==> run_1/metal_density.png <==
Bar = 50 µm. The die is cut into 36 by 36 equal tiles; white is low, dark blue is high, scaled to the fullest tile. Values are wire area over tile area, all layers added.
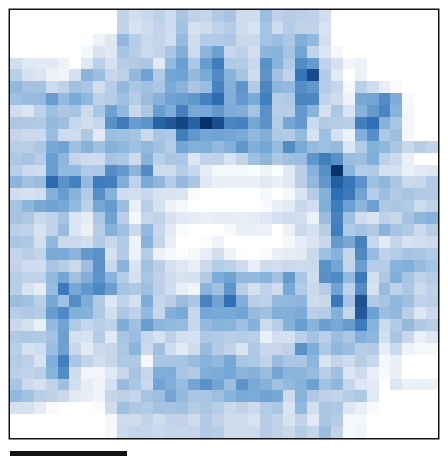
==> run_1/clk_routes.png <==
Bar = 50 µm.
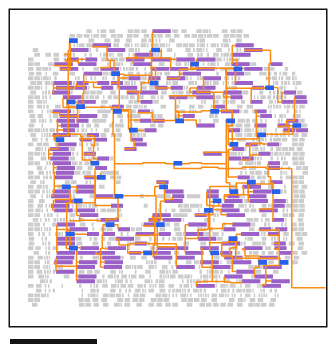
==> run_1/clocks.png <==
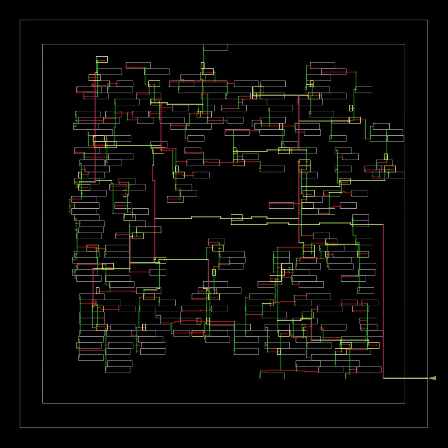
`src/rtl/sii_ncu_xfer_sched.sv`:
```
// ---------------------------------------------------------------------------
// sii_ncu_xfer_sched
//   SII-side scheduler for the inbound SII->NCU path. Two requesters share the
//   path: PIO completion (side 0) and Mondo interrupt (side 1), picked
//   round-robin. A packet is sent as req/gnt, one header beat, then PAY_BEATS
//   payload beats, each beat with two even-parity bits.
//
//   Optional feature: define SII_NCU_PERR_INJ_EN to add the perr_inj input,
//   which corrupts dparity[0] of the first payload beat of the next packet
//   latched while it is high.
//
// Ports
//   iol2clk          clock, all logic on posedge
//   rst              synchronous active-high reset
//   pio_vld/hdr/pay  PIO completion packet (held until pio_ack)
//   pio_ack          1-cycle pulse on the last PIO payload beat
//   mon_vld/hdr/pay  Mondo packet (held until mon_ack)
//   mon_ack          1-cycle pulse on the last Mondo payload beat
//   sii_ncu_req      transfer request, held until ncu_sii_gnt
//   ncu_sii_gnt      grant pulse from NCU
//   sii_ncu_data     header/payload beat, 0 when not transferring
//   sii_ncu_dparity  [0]=^data[15:0], [1]=^data[31:16]
//   gnt_tmo_err      sticky: no grant within GNT_TMO cycles of requesting
//   spur_gnt_err     sticky: grant seen while not requesting
//   perr_inj         (SII_NCU_PERR_INJ_EN only) parity error injection arm
// ---------------------------------------------------------------------------
module sii_ncu_xfer_sched #(
  parameter int DATA_W    = 32,
  parameter int PAY_BEATS = 4,
  parameter int GNT_TMO   = 255
) (
  input  logic                          iol2clk,
  input  logic                          rst,
  input  logic                          pio_vld,
  input  logic [DATA_W-1:0]             pio_hdr,
  input  logic [DATA_W*PAY_BEATS-1:0]   pio_pay,
  output logic                          pio_ack,
  input  logic                          mon_vld,
  input  logic [DATA_W-1:0]             mon_hdr,
  input  logic [DATA_W*PAY_BEATS-1:0]   mon_pay,
  output logic                          mon_ack,
  output logic                          sii_ncu_req,
  input  logic                          ncu_sii_gnt,
  output logic [DATA_W-1:0]             sii_ncu_data,
  output logic [DATA_W/16-1:0]          sii_ncu_dparity,
  output logic                          gnt_tmo_err,
  output logic                          spur_gnt_err
`ifdef SII_NCU_PERR_INJ_EN
  , input  logic                        perr_inj
`endif
);

  localparam int CNT_W = (PAY_BEATS > 1) ? $clog2(PAY_BEATS) : 1;
  localparam logic [CNT_W-1:0] LAST_BEAT = CNT_W'(PAY_BEATS - 1);
  localparam logic [7:0] TMO_LIM = 8'(GNT_TMO);

  typedef enum logic [1:0] {
    ST_IDLE = 2'd0,
    ST_REQ  = 2'd1,
    ST_HDR  = 2'd2,
    ST_PAY  = 2'd3
  } state_t;

  // Even parity over each 16-bit half of a beat.
  function automatic logic [1:0] beat_parity(input logic [31:0] d);
    return {^d[31:16], ^d[15:0]};
  endfunction

  state_t            state_r, state_nxt;
  logic              sel_r, sel_nxt;          // 0 = PIO, 1 = Mondo
  logic              rr_ptr_r, rr_nxt;        // last completed winner
  logic              won_r, won_nxt;          // a packet completed since reset
  logic              arm_r, arm_nxt;          // parity injection pending
  logic [CNT_W-1:0]  beat_cnt_r, beat_nxt;
  logic [7:0]        tmo_cnt_r, tmo_nxt;
  logic [7:0]        tmo_inc_s;
  logic [DATA_W-1:0] hdr_r;
  logic [DATA_W-1:0] pay_r [PAY_BEATS];

  logic              req_r, req_nxt;
  logic [DATA_W-1:0] data_r, data_nxt;
  logic [1:0]        par_r, par_nxt;
  logic              pio_ack_r, pio_ack_nxt;
  logic              mon_ack_r, mon_ack_nxt;
  logic              tmo_err_r, tmo_err_nxt;
  logic              spur_err_r, spur_err_nxt;

  logic              latch_s;
  logic              win_s;
  logic              ack_s;
  logic              par_inv_s;
  logic              inj_s;

  assign sii_ncu_req     = req_r;
  assign sii_ncu_data    = data_r;
  assign sii_ncu_dparity = par_r;
  assign pio_ack         = pio_ack_r;
  assign mon_ack         = mon_ack_r;
  assign gnt_tmo_err     = tmo_err_r;
  assign spur_gnt_err    = spur_err_r;

`ifdef SII_NCU_PERR_INJ_EN
  assign inj_s = perr_inj;
`else
  assign inj_s = 1'b0;
`endif

  // Saturating increment of the grant wait counter.
  assign tmo_inc_s = (tmo_cnt_r == 8'hFF) ? tmo_cnt_r : (tmo_cnt_r + 8'd1);

  // Round-robin pick: a tie goes to PIO until a packet has completed,
  // afterwards to the side that did not win last.
  always_comb begin
    win_s = 1'b0;
    if (pio_vld && mon_vld) begin
      win_s = won_r ? ~rr_ptr_r : 1'b0;
    end else if (mon_vld) begin
      win_s = 1'b1;
    end else begin
      win_s = 1'b0;
    end
  end

  // Next-state and next-output logic for the transfer sequencer.
  always_comb begin
    state_nxt    = state_r;
    latch_s      = 1'b0;
    sel_nxt      = sel_r;
    rr_nxt       = rr_ptr_r;
    won_nxt      = won_r;
    arm_nxt      = arm_r;
    beat_nxt     = beat_cnt_r;
    tmo_nxt      = tmo_cnt_r;
    tmo_err_nxt  = tmo_err_r;
    spur_err_nxt = spur_err_r | (ncu_sii_gnt && (state_r != ST_REQ));
    req_nxt      = 1'b0;
    data_nxt     = '0;
    par_inv_s    = 1'b0;
    ack_s        = 1'b0;

    case (state_r)
      ST_IDLE: begin
        if (pio_vld || mon_vld) begin
          latch_s   = 1'b1;
          sel_nxt   = win_s;
          arm_nxt   = inj_s;
          tmo_nxt   = 8'd0;
          req_nxt   = 1'b1;
          state_nxt = ST_REQ;
        end else begin
          state_nxt = ST_IDLE;
        end
      end
      ST_REQ: begin
        if (ncu_sii_gnt) begin
          tmo_nxt   = 8'd0;
          data_nxt  = hdr_r;
          state_nxt = ST_HDR;
        end else begin
          req_nxt = 1'b1;
          tmo_nxt = tmo_inc_s;
          if (tmo_inc_s >= TMO_LIM) begin
            tmo_err_nxt = 1'b1;
          end else begin
            tmo_err_nxt = tmo_err_r;
          end
        end
      end
      ST_HDR: begin
        // First payload beat goes out next; it is also the last when PAY_BEATS=1.
        data_nxt  = pay_r[0];
        par_inv_s = arm_r;
        arm_nxt   = 1'b0;
        beat_nxt  = '0;
        state_nxt = ST_PAY;
        if (LAST_BEAT == '0) begin
          ack_s = 1'b1;
        end else begin
          ack_s = 1'b0;
        end
      end
      ST_PAY: begin
        // beat_cnt_r is the beat currently on the bus; load the following one.
        if (beat_cnt_r == LAST_BEAT) begin
          rr_nxt    = sel_r;
          won_nxt   = 1'b1;
          state_nxt = ST_IDLE;
        end else begin
          beat_nxt = beat_cnt_r + CNT_W'(1);
          data_nxt = pay_r[beat_nxt];
          if (beat_nxt == LAST_BEAT) begin
            ack_s = 1'b1;
          end else begin
            ack_s = 1'b0;
          end
        end
      end
      default: begin
        state_nxt = ST_IDLE;
      end
    endcase

    par_nxt     = beat_parity(data_nxt) ^ {1'b0, par_inv_s};
    pio_ack_nxt = ack_s & ~sel_nxt;
    mon_ack_nxt = ack_s & sel_nxt;
  end

  // State, control and registered output update.
  always_ff @(posedge iol2clk) begin
    if (rst) begin
      state_r    <= ST_IDLE;
      sel_r      <= 1'b0;
      rr_ptr_r   <= 1'b0;
      won_r      <= 1'b0;
      arm_r      <= 1'b0;
      beat_cnt_r <= '0;
      tmo_cnt_r  <= 8'd0;
      req_r      <= 1'b0;
      data_r     <= '0;
      par_r      <= 2'b00;
      pio_ack_r  <= 1'b0;
      mon_ack_r  <= 1'b0;
      tmo_err_r  <= 1'b0;
      spur_err_r <= 1'b0;
    end else begin
      state_r    <= state_nxt;
      sel_r      <= sel_nxt;
      rr_ptr_r   <= rr_nxt;
      won_r      <= won_nxt;
      arm_r      <= arm_nxt;
      beat_cnt_r <= beat_nxt;
      tmo_cnt_r  <= tmo_nxt;
      req_r      <= req_nxt;
      data_r     <= data_nxt;
      par_r      <= par_nxt;
      pio_ack_r  <= pio_ack_nxt;
      mon_ack_r  <= mon_ack_nxt;
      tmo_err_r  <= tmo_err_nxt;
      spur_err_r <= spur_err_nxt;
    end
  end

  // Holding registers for the winning packet, captured when it is picked.
  always_ff @(posedge iol2clk) begin
    if (rst) begin
      hdr_r <= '0;
      for (int k = 0; k < PAY_BEATS; k++) begin
        pay_r[k] <= '0;
      end
    end else if (latch_s) begin
      hdr_r <= win_s ? mon_hdr : pio_hdr;
      for (int k = 0; k < PAY_BEATS; k++) begin
        pay_r[k] <= win_s ? mon_pay[k*DATA_W +: DATA_W] : pio_pay[k*DATA_W +: DATA_W];
      end
    end else begin
      hdr_r <= hdr_r;
      for (int k = 0; k < PAY_BEATS; k++) begin
        pay_r[k] <= pay_r[k];
      end
    end
  end

endmodule

```
`config.mk`:
```
export PLATFORM = sky130hd
export DESIGN_NAME = sii_ncu_xfer_sched
export DESIGN_NICKNAME = d
export VERILOG_FILES = /design/src/rtl/sii_ncu_xfer_sched.sv
export SDC_FILE = /design/constraint.sdc
export NUM_CORES = 1
export LEC_CHECK = 0
export CAP_MARGIN = 5
export CORE_MARGIN = 10
export CORE_UTILIZATION = 40
export CTS_BUF_LIST = sky130_fd_sc_hd__clkbuf_8
export DETAILED_ROUTE_END_ITERATION = 8
export PLACE_DENSITY = 0.72
export SLEW_MARGIN = 15
export SYNTH_ARGS = -nofsm -noshare
export SYNTH_HDL_FRONTEND = slang
export SYNTH_SLANG_ARGS = --single-unit
```
`constraint.sdc`:
```
create_clock -name iol2clk -period 11.4 [get_ports iol2clk]
set_input_delay 1.71 -clock iol2clk [delete_from_list [all_inputs] [get_ports iol2clk]]
set_output_delay 1.71 -clock iol2clk [all_outputs]
set_load 0.02 [all_outputs]
```
==> flow_metrics.rpt, run 1 <==
FLOW METRICS REPORT
----------------------------------------------------
[Worst setup path]
  Top Family by Delay on Critical Path ........................ buffers and inverters
  Worst reg2reg path endpoint ........................ sii_ncu_dparity[0]$_SDFF_PP0_
  Signal arrival time at the worst endpoint ........................ around 4.5 ns
  Combined buffer and inverter count along the critical path ........................ 4
  Number of gates on the worst path with buffers counted ........................ 5
  Endpoint of the most critical setup path ........................ pay_r[1][31]$_SDFFCE_PN0P_
  Critical setup path kind ........................ in2reg
  Delay of the slowest critical-path stage ........................ approximately 1.0 ns
  R2R Path Start ........................ beat_cnt_r[0]$_SDFFE_PP0P_
  Launch point of the worst path ........................ rst
  Highest net fanout along the worst path ........................ roughly 75
  R2R setup slack ........................ between 7 and 8 ns
  Cell-by-cell listing of the critical path ........................ clkdlybuf4s50_1 -> nor2b_4 -> buf_4 -> inv_6 -> buf_4
  Req. time, crit path ........................ 11.53 ns
  Most common cell on crit path ........................ sky130_fd_sc_hd__buf_4
  Register-to-Register Path Depth ........................ 9
  CP max stage cell ........................ sky130_fd_sc_hd__clkdlybuf4s50_1

[Power]
  Worst IR Drop VDD ........................ around 0.13 mV
  Static power due to leakage ........................ 5.83 nW
  Top power group ........................ registers
  Power share of the combinational group ........................ a little under 30%
  Power dissipated by switching net loads ........................ between 0.8 and 0.9 mW
  Comb pwr ........................ 0.750 mW
  Internal Dissipation ........................ 1.76 mW
  Flop+latch power ........................ between 1 and 1.5 mW
  Part of the power in registers ........................ 43.7%
  Power, Total ........................ roughly 2.6 mW

[Placement]
  DP Cell Count ........................ 1,705
  Number of I/O port buffers ........................ around 360
  Final GP Congestion ........................ 0.819
  Post-detail-place hpwl ........................ about 27,000 µm
  Placed cell areas ........................ approximately 14,000 µm²
  Pre-CTS setup slack ........................ approximately 6.5 ns

[Run status]
  Result of the run ........................ complete, no violations

[Yosys]
  Post-synth regs ........................ ~210
  XORs/XNORs by Area ........................ under 10%
  Flip-flops with a built-in enable ........................ 128
  Average footprint of a synthesized cell ........................ a little under 10 µm²
  Mux cell area share after synthesis ........................ 9.51%
  Fraction of synthesis flops using an asynchronous set or reset pin ........................ 0%
  Chip Area, Yosys ........................ between 10,000 and 15,000 µm²
  Synthesized area ........................ between 10,000 and 15,000 µm²
  Most frequent cells after synthesis ........................ sky130_fd_sc_hd__nand2_1, sky130_fd_sc_hd__a21oi_1, sky130_fd_sc_hd__edfxtp_1
  Largest cells by area after synthesis ........................ sky130_fd_sc_hd__edfxtp_1, sky130_fd_sc_hd__dfxtp_1, sky130_fd_sc_hd__nand2_1, sky130_fd_sc_hd__mux2i_1, sky130_fd_sc_hd__a21oi_1
  Number of standard cells after synthesis ........................ around 1,100
  Synth Area in Simple Gates ........................ 14.6%
  Unique masters post-synth ........................ 48
  Most frequent cell after synthesis ........................ sky130_fd_sc_hd__nand2_1
  Synthesized-area fraction occupied by adder cells ........................ less than 1%

[Floorplanning]
  Effective utilization at floorplan ........................ 40.5%
  Tap Count ........................ about 340
  Die height ........................ 182 µm
  Area of the die ........................ 33,200 µm²
  Floorplan Core Area ........................ 26,000 µm²
  Site row count ........................ between 50 and 60
  Horizontal die dimension ........................ about 180 µm
  # IOs ........................ 364

[Timing]
  Number of setup violations in the final report ........................ 0
  Unrepaired setup endpoints after global routing ........................ no
  Tightest hold margin ........................ around 0.45 ns
  Final-layout setup total negative slack ........................ 0 ns
  Final max-slew violation count ........................ 0
  Post-layout minimum cycle time ........................ around 4.4 ns
  Maximum frequency from static timing analysis ........................ 0.230 GHz

[Final layout]
  Largest area class, layout ........................ sequential cells
  Number of non-clock buffers in the layout ........................ between 300 and 400
  Most numerous logic cell after layout ........................ sky130_fd_sc_hd__clkdlybuf4s50_1
  Multi-input combinational cell area ........................ roughly 4600 µm²
  Leading cell types in the layout, fill and taps excluded ........................ sky130_fd_sc_hd__clkdlybuf4s50_1, sky130_fd_sc_hd__nand2_1, sky130_fd_sc_hd__a21oi_1
  Number of flip-flops in the largest register ........................ 128
  Non-Filler Instances ........................ approximately 1,800
  Count of filler cells inserted in the layout ........................ approximately 2,300
  Layout net count ........................ 1,744
  Fraction of final layout cells sized beyond drive strength 1 ........................ around 6.0%
  Register fraction of the total cell area ........................ between 30 and 40%
  Multi-input logic portion of the cell area ........................ between 30% and 40%
  Diodes inserted ........................ 0
  Growth of design area from synthesis to finish ........................ 42.7%
  Count of multi-input gates ........................ ~800
  Buffer share of cell area ........................ 24.5%

[Flow run]
  Total number of warnings across the stage logs ........................ 31
  Max Cap Violations ........................ 0

[Global routing]
  Global route total overflow ........................ 0
  Global routing usage on met2 ........................ a little over a third
  Largest net degree at the start of global routing ........................ 88
  Met1 global-route usage ........................ between 20 and 25%
  Vias in the first global route ........................ between 9,000 and 10,000
  Initial antenna violation count ........................ 0

[Route]
  Initial DRT Pass Iterations ........................ 5
  Post-DR wirelength/cell ........................ ~21 µm
  Routed vias/inst ........................ approximately 5.3
  Met2 WL post-DR ........................ 18,400 µm
  Antenna-violating nets left ........................ 0
  Detailed router's first-iteration violation count ........................ a little over 600
  Highest metal used ........................ met4
  Final WL ........................ 36,900 µm

[Clock network]
  CTS clock-pin slew for the worst setup and hold paths ........................ approximately 0.050 ns
  Maximum clock path buffer count ........................ 3
  Post-CTS setup buffer count ........................ 0
  Clock Sink Count ........................ between 200 and 250
  Root Buffer Master ........................ sky130_fd_sc_hd__clkbuf_8
  Post-CTS resize count ........................ 0

[Hold path]
  Path type of the worst min-delay path ........................ reg2reg
  Worst Hold Depth ........................ 2
  Endpoint of the worst hold path ........................ won_r$_SDFFE_PP0P_

----------------------------------------------------
## Picture notes: metal_density.png
- emptiest ninth of the die: middle
- nearly empty tiles: 13%
- mean over tiles: 0.18
total via count after detailed routing: 9,389
global routing usage summed across all routing layers: 21.1%

## Picture notes: clk_routes.png
- orange: clock wires (length 2,890 µm)
- purple: flip-flops (count 214)
- blue: clock drivers (count 39)
- routed clock nets: 40
Max Clock Skew: 0.0310 ns
Clock power frac: 27.0%
power dissipated in the clock network: 0.693 mW
clock network latency to the later pin of the worst-skew pair: 0.52 ns

## Picture notes: clocks.png
clk_buf instances: 46
number of flip-flops and latches: 214
CTS buffer count: 39

==> run 1 -> run 2 <==
Clock period 11.4 ns to 4.4 ns, I/O delays scaled along.
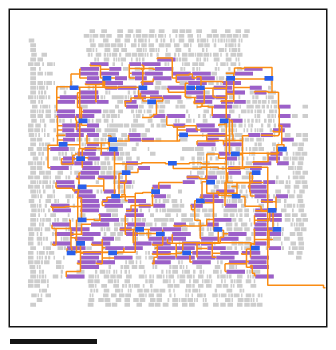
(run_2/clk_routes.png)
Bar = 50 µm.
- blue: clock drivers (count 37)
- purple: flip-flops (count 214)
- orange: clock wires (length 2,770 µm)
- routed clock nets: 38
power dissipated in the clock network: 1.85 mW
Clock power frac: 27.5%
Max Clock Skew: 0.0234 ns

==> flow_metrics.rpt, run 2 <==
FLOW METRICS REPORT
----------------------------------------------------
[Yosys]
  Chip Area, Yosys ........................ 10,500 µm² (unchanged)
  Synth Area in Simple Gates ........................ 14.6% (unchanged)
  Post-synth regs ........................ 214 (unchanged)
  Most frequent cell after synthesis ........................ sky130_fd_sc_hd__nand2_1
  XORs/XNORs by Area ........................ 2.96% (unchanged)
  Most instantiated flip-flop cell in the synthesis netlist ........................ sky130_fd_sc_hd__edfxtp_1
  Number of nets at floorplan ........................ roughly 1,400
  Unique masters post-synth ........................ 48 (unchanged)
  Synthesized area ........................ 10,500 µm² (unchanged)
  Fraction of synthesis flops using an asynchronous set or reset pin ........................ 0% (unchanged)
  Average footprint of a synthesized cell ........................ 9.70 µm² (unchanged)
  Area fraction of the dominant cell type after synthesis ........................ a little over a third
  Largest cells by area after synthesis ........................ sky130_fd_sc_hd__edfxtp_1, sky130_fd_sc_hd__dfxtp_1, sky130_fd_sc_hd__nand2_1, sky130_fd_sc_hd__mux2i_1, sky130_fd_sc_hd__a21oi_1
  Post-synth seq share ........................ around 53%
  Flip-flops with a built-in enable ........................ 128 (unchanged)
  Synthesized-area fraction occupied by adder cells ........................ 0.951% (unchanged)
  Number of standard cells after synthesis ........................ 1,085 (unchanged)
  Most frequent cells after synthesis ........................ sky130_fd_sc_hd__nand2_1, sky130_fd_sc_hd__a21oi_1, sky130_fd_sc_hd__edfxtp_1
  Mux cell area share after synthesis ........................ 9.51% (unchanged)

[Worst setup path]
  Delay of the slowest critical-path stage ........................ 0.55 ns (-0.46 ns)
  Register-to-Register Path Depth ........................ 9 (unchanged)
  Cell-by-cell listing of the critical path ........................ inv_1 -> ha_2 -> buf_4 -> nand3b_2 -> o221a_2 -> xor3_1 -> xor3_1 -> xnor3_1 -> nor2_1
  Worst reg2reg path endpoint ........................ sii_ncu_dparity[0]$_SDFF_PP0_
  Most common cell on crit path ........................ sky130_fd_sc_hd__xor3_1
  Combined buffer and inverter count along the critical path ........................ 2 (-2)
  Endpoint of the most critical setup path ........................ sii_ncu_dparity[0]$_SDFF_PP0_
  Signal arrival time at the worst endpoint ........................ 4.02 ns (-0.46 ns)
  Top Family by Delay on Critical Path ........................ XOR/XNOR gates
  Number of gates on the worst path with buffers counted ........................ 9 (+4)
  CP max stage cell ........................ sky130_fd_sc_hd__dfxtp_2
  Critical setup path kind ........................ reg2reg
  R2R setup slack ........................ 0.84 ns (-6.78 ns)
  Launch point of the worst path ........................ beat_cnt_r[0]$_SDFFE_PP0P_
  Highest net fanout along the worst path ........................ 31 (-59%)
  Req. time, crit path ........................ 4.86 ns (-6.67 ns)
  R2R Path Start ........................ beat_cnt_r[0]$_SDFFE_PP0P_

[Power]
  Power dissipated by switching net loads ........................ 2.08 mW (+160%)
  Internal Dissipation ........................ 4.64 mW (+160%)
  Top power group ........................ registers
  Power share of the combinational group ........................ 29.0% (-0.3 points)
  Ratio of total power to cell area ........................ approximately 440 nW/µm²
  Comb pwr ........................ 1.95 mW (+160%)
  Part of the power in registers ........................ 43.5% (-0.2 points)
  Power, Total ........................ 6.72 mW (+160%)
  Static power due to leakage ........................ 5.86 nW (+0.56%)
  Flop+latch power ........................ 2.92 mW (+160%)
  Worst IR Drop VDD ........................ 0.271 mV (+110%)

[Final layout]
  Number of flip-flops and latches ........................ 214 (unchanged)
  Clk tree area frac ........................ just over 5%
  Layout net count ........................ 1,747 (+0.17%)
  Diodes inserted ........................ 0 (unchanged)
  Most numerous logic cell after layout ........................ sky130_fd_sc_hd__clkdlybuf4s50_1
  Leading cell types in the layout, fill and taps excluded ........................ sky130_fd_sc_hd__clkdlybuf4s50_1, sky130_fd_sc_hd__nand2_1, sky130_fd_sc_hd__a21oi_1
  Largest area class, layout ........................ sequential cells
  Count of filler cells inserted in the layout ........................ 2,259 (-0.66%)
  Multi-input combinational cell area ........................ 4560 µm² (unchanged)
  End-of-flow core utilization ........................ between 50% and 60%
  Non-Filler Instances ........................ 1,778 (+0.23%)
  Count of multi-input gates ........................ 778 (unchanged)
  Fraction of final layout cells sized beyond drive strength 1 ........................ 6.58% (+0.61 points)
  Number of flip-flops in the largest register ........................ 128 (unchanged)
  Number of non-clock buffers in the layout ........................ 375 (+1.4%)
  Growth of design area from synthesis to finish ........................ 44.0%
  Clk_buf instances ........................ 49 (+6.5%)
  Multi-input logic portion of the cell area ........................ 30.1% (-0.26 points)
  Buffer share of cell area ........................ 25.0% (+0.45 points)
  Register fraction of the total cell area ........................ 36.8% (-0.32 points)

[Floorplanning]
  Effective utilization at floorplan ........................ 40.5% (unchanged)
  Tap Count ........................ 335 (unchanged)
  Horizontal die dimension ........................ 182 µm (unchanged)
  Floorplan Core Area ........................ 26,000 µm² (unchanged)
  Site row count ........................ 59 (unchanged)
  Area of the die ........................ 33,200 µm² (unchanged)
  Die height ........................ 182 µm (unchanged)
  # IOs ........................ 364 (unchanged)

[Run status]
  Result of the run ........................ complete, no violations

[Placement]
  Final GP Congestion ........................ 0.847 (+3.4%)
  Pre-CTS setup slack ........................ 0.718 ns (-5.82 ns)
  Number of I/O port buffers ........................ 363 (unchanged)
  DP Cell Count ........................ 1,710 (+0.29%)
  Placed cell areas ........................ 14,400 µm² (+0.70%)
  Post-detail-place hpwl ........................ 27,300 µm (+1.2%)

[Clock network]
  CTS clock-pin slew for the worst setup and hold paths ........................ 0.06 ns (about the same)
  Root Buffer Master ........................ sky130_fd_sc_hd__clkbuf_8
  H-tree depth reported by CTS ........................ 2
  CTS buffer count ........................ 37 (-5.1%)
  Clock Sink Count ........................ 214 (unchanged)
  Clock network latency to the later pin of the worst-skew pair ........................ 0.53 ns (about the same)
  Post-CTS setup buffer count ........................ 0 (unchanged)
  Maximum clock path buffer count ........................ 3 (unchanged)
  Post-CTS resize count ........................ 0 (unchanged)

[Route]
  Post-DR wirelength/cell ........................ 20.6 µm (-0.89%)
  Routed vias/inst ........................ 5.24 (-1.1%)
  Detailed router's first-iteration violation count ........................ 708 (+17%)
  Sum of routed wire segments on met1 ........................ around 15,000 µm
  Antenna-violating nets left ........................ 0 (unchanged)
  Total via count after detailed routing ........................ 9,310 (-0.84%)
  Met3 WL post-DR ........................ roughly 2600 µm
  Initial DRT Pass Iterations ........................ 5 (unchanged)
  Final WL ........................ 36,600 µm (-0.67%)
  Highest metal used ........................ met4
  Met2 WL post-DR ........................ 18,700 µm (+1.5%)

[Flow run]
  Total number of warnings across the stage logs ........................ 31 (unchanged)
  Max Cap Violations ........................ 0 (unchanged)

[Global routing]
  Largest net degree at the start of global routing ........................ 90 (+2.3%)
  Global routing usage summed across all routing layers ........................ 20.5% (-0.58 points)
  Met1 global-route usage ........................ 24.2% (+0.14 points)
  Met3 track utilization from global routing ........................ 5.48%
  Initial antenna violation count ........................ 0 (unchanged)
  Global routing usage on met2 ........................ 36.5% (+0.15 points)
  Wire length of the first global-routing pass ........................ roughly 54,000 µm
  Global route total overflow ........................ 0 (unchanged)
  Vias in the first global route ........................ 9,363 (-4.4%)

[Timing]
  Number of setup violations in the final report ........................ 0 (unchanged)
  Final max-slew violation count ........................ 0 (unchanged)
  Final-layout setup total negative slack ........................ 0 ns (unchanged)
  Post-layout minimum cycle time ........................ 3.56 ns
  Worst-margin pin slew ........................ between 0.9 and 1 ns
  Maximum frequency from static timing analysis ........................ between 0.2 and 0.3 GHz
  PnR worst setup slack ........................ approximately 0.84 ns
  Tightest hold margin ........................ 0.456 ns (+0.00137 ns)
  Unrepaired setup endpoints after global routing ........................ no

[Hold path]
  Worst Hold Depth ........................ 2 (unchanged)
  Endpoint of the worst hold path ........................ rr_ptr_r$_SDFFE_PP0P_
  Path type of the worst min-delay path ........................ reg2reg

----------------------------------------------------
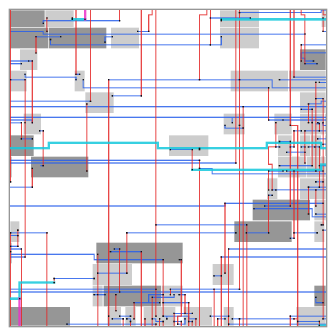
(run_2/detail.png)
Window x 71 to 111, y 71 to 111 µm. Cells in grey, sequential cells in the stronger grey; small squares are vias.
- magenta: metal 4
- blue: metal 1
- cyan: metal 3
- red: metal 2
- most frequent: dfxtp_1 (7), clkbuf_8 (5)
- sequential cells in the window: 9
- cells with their middle in the window: 45
- netlist names of flops here include: sii_ncu_data (3), pay_r (2), state_r (2)

Power figures rest on the tool's default switching activity, not on a simulated workload.
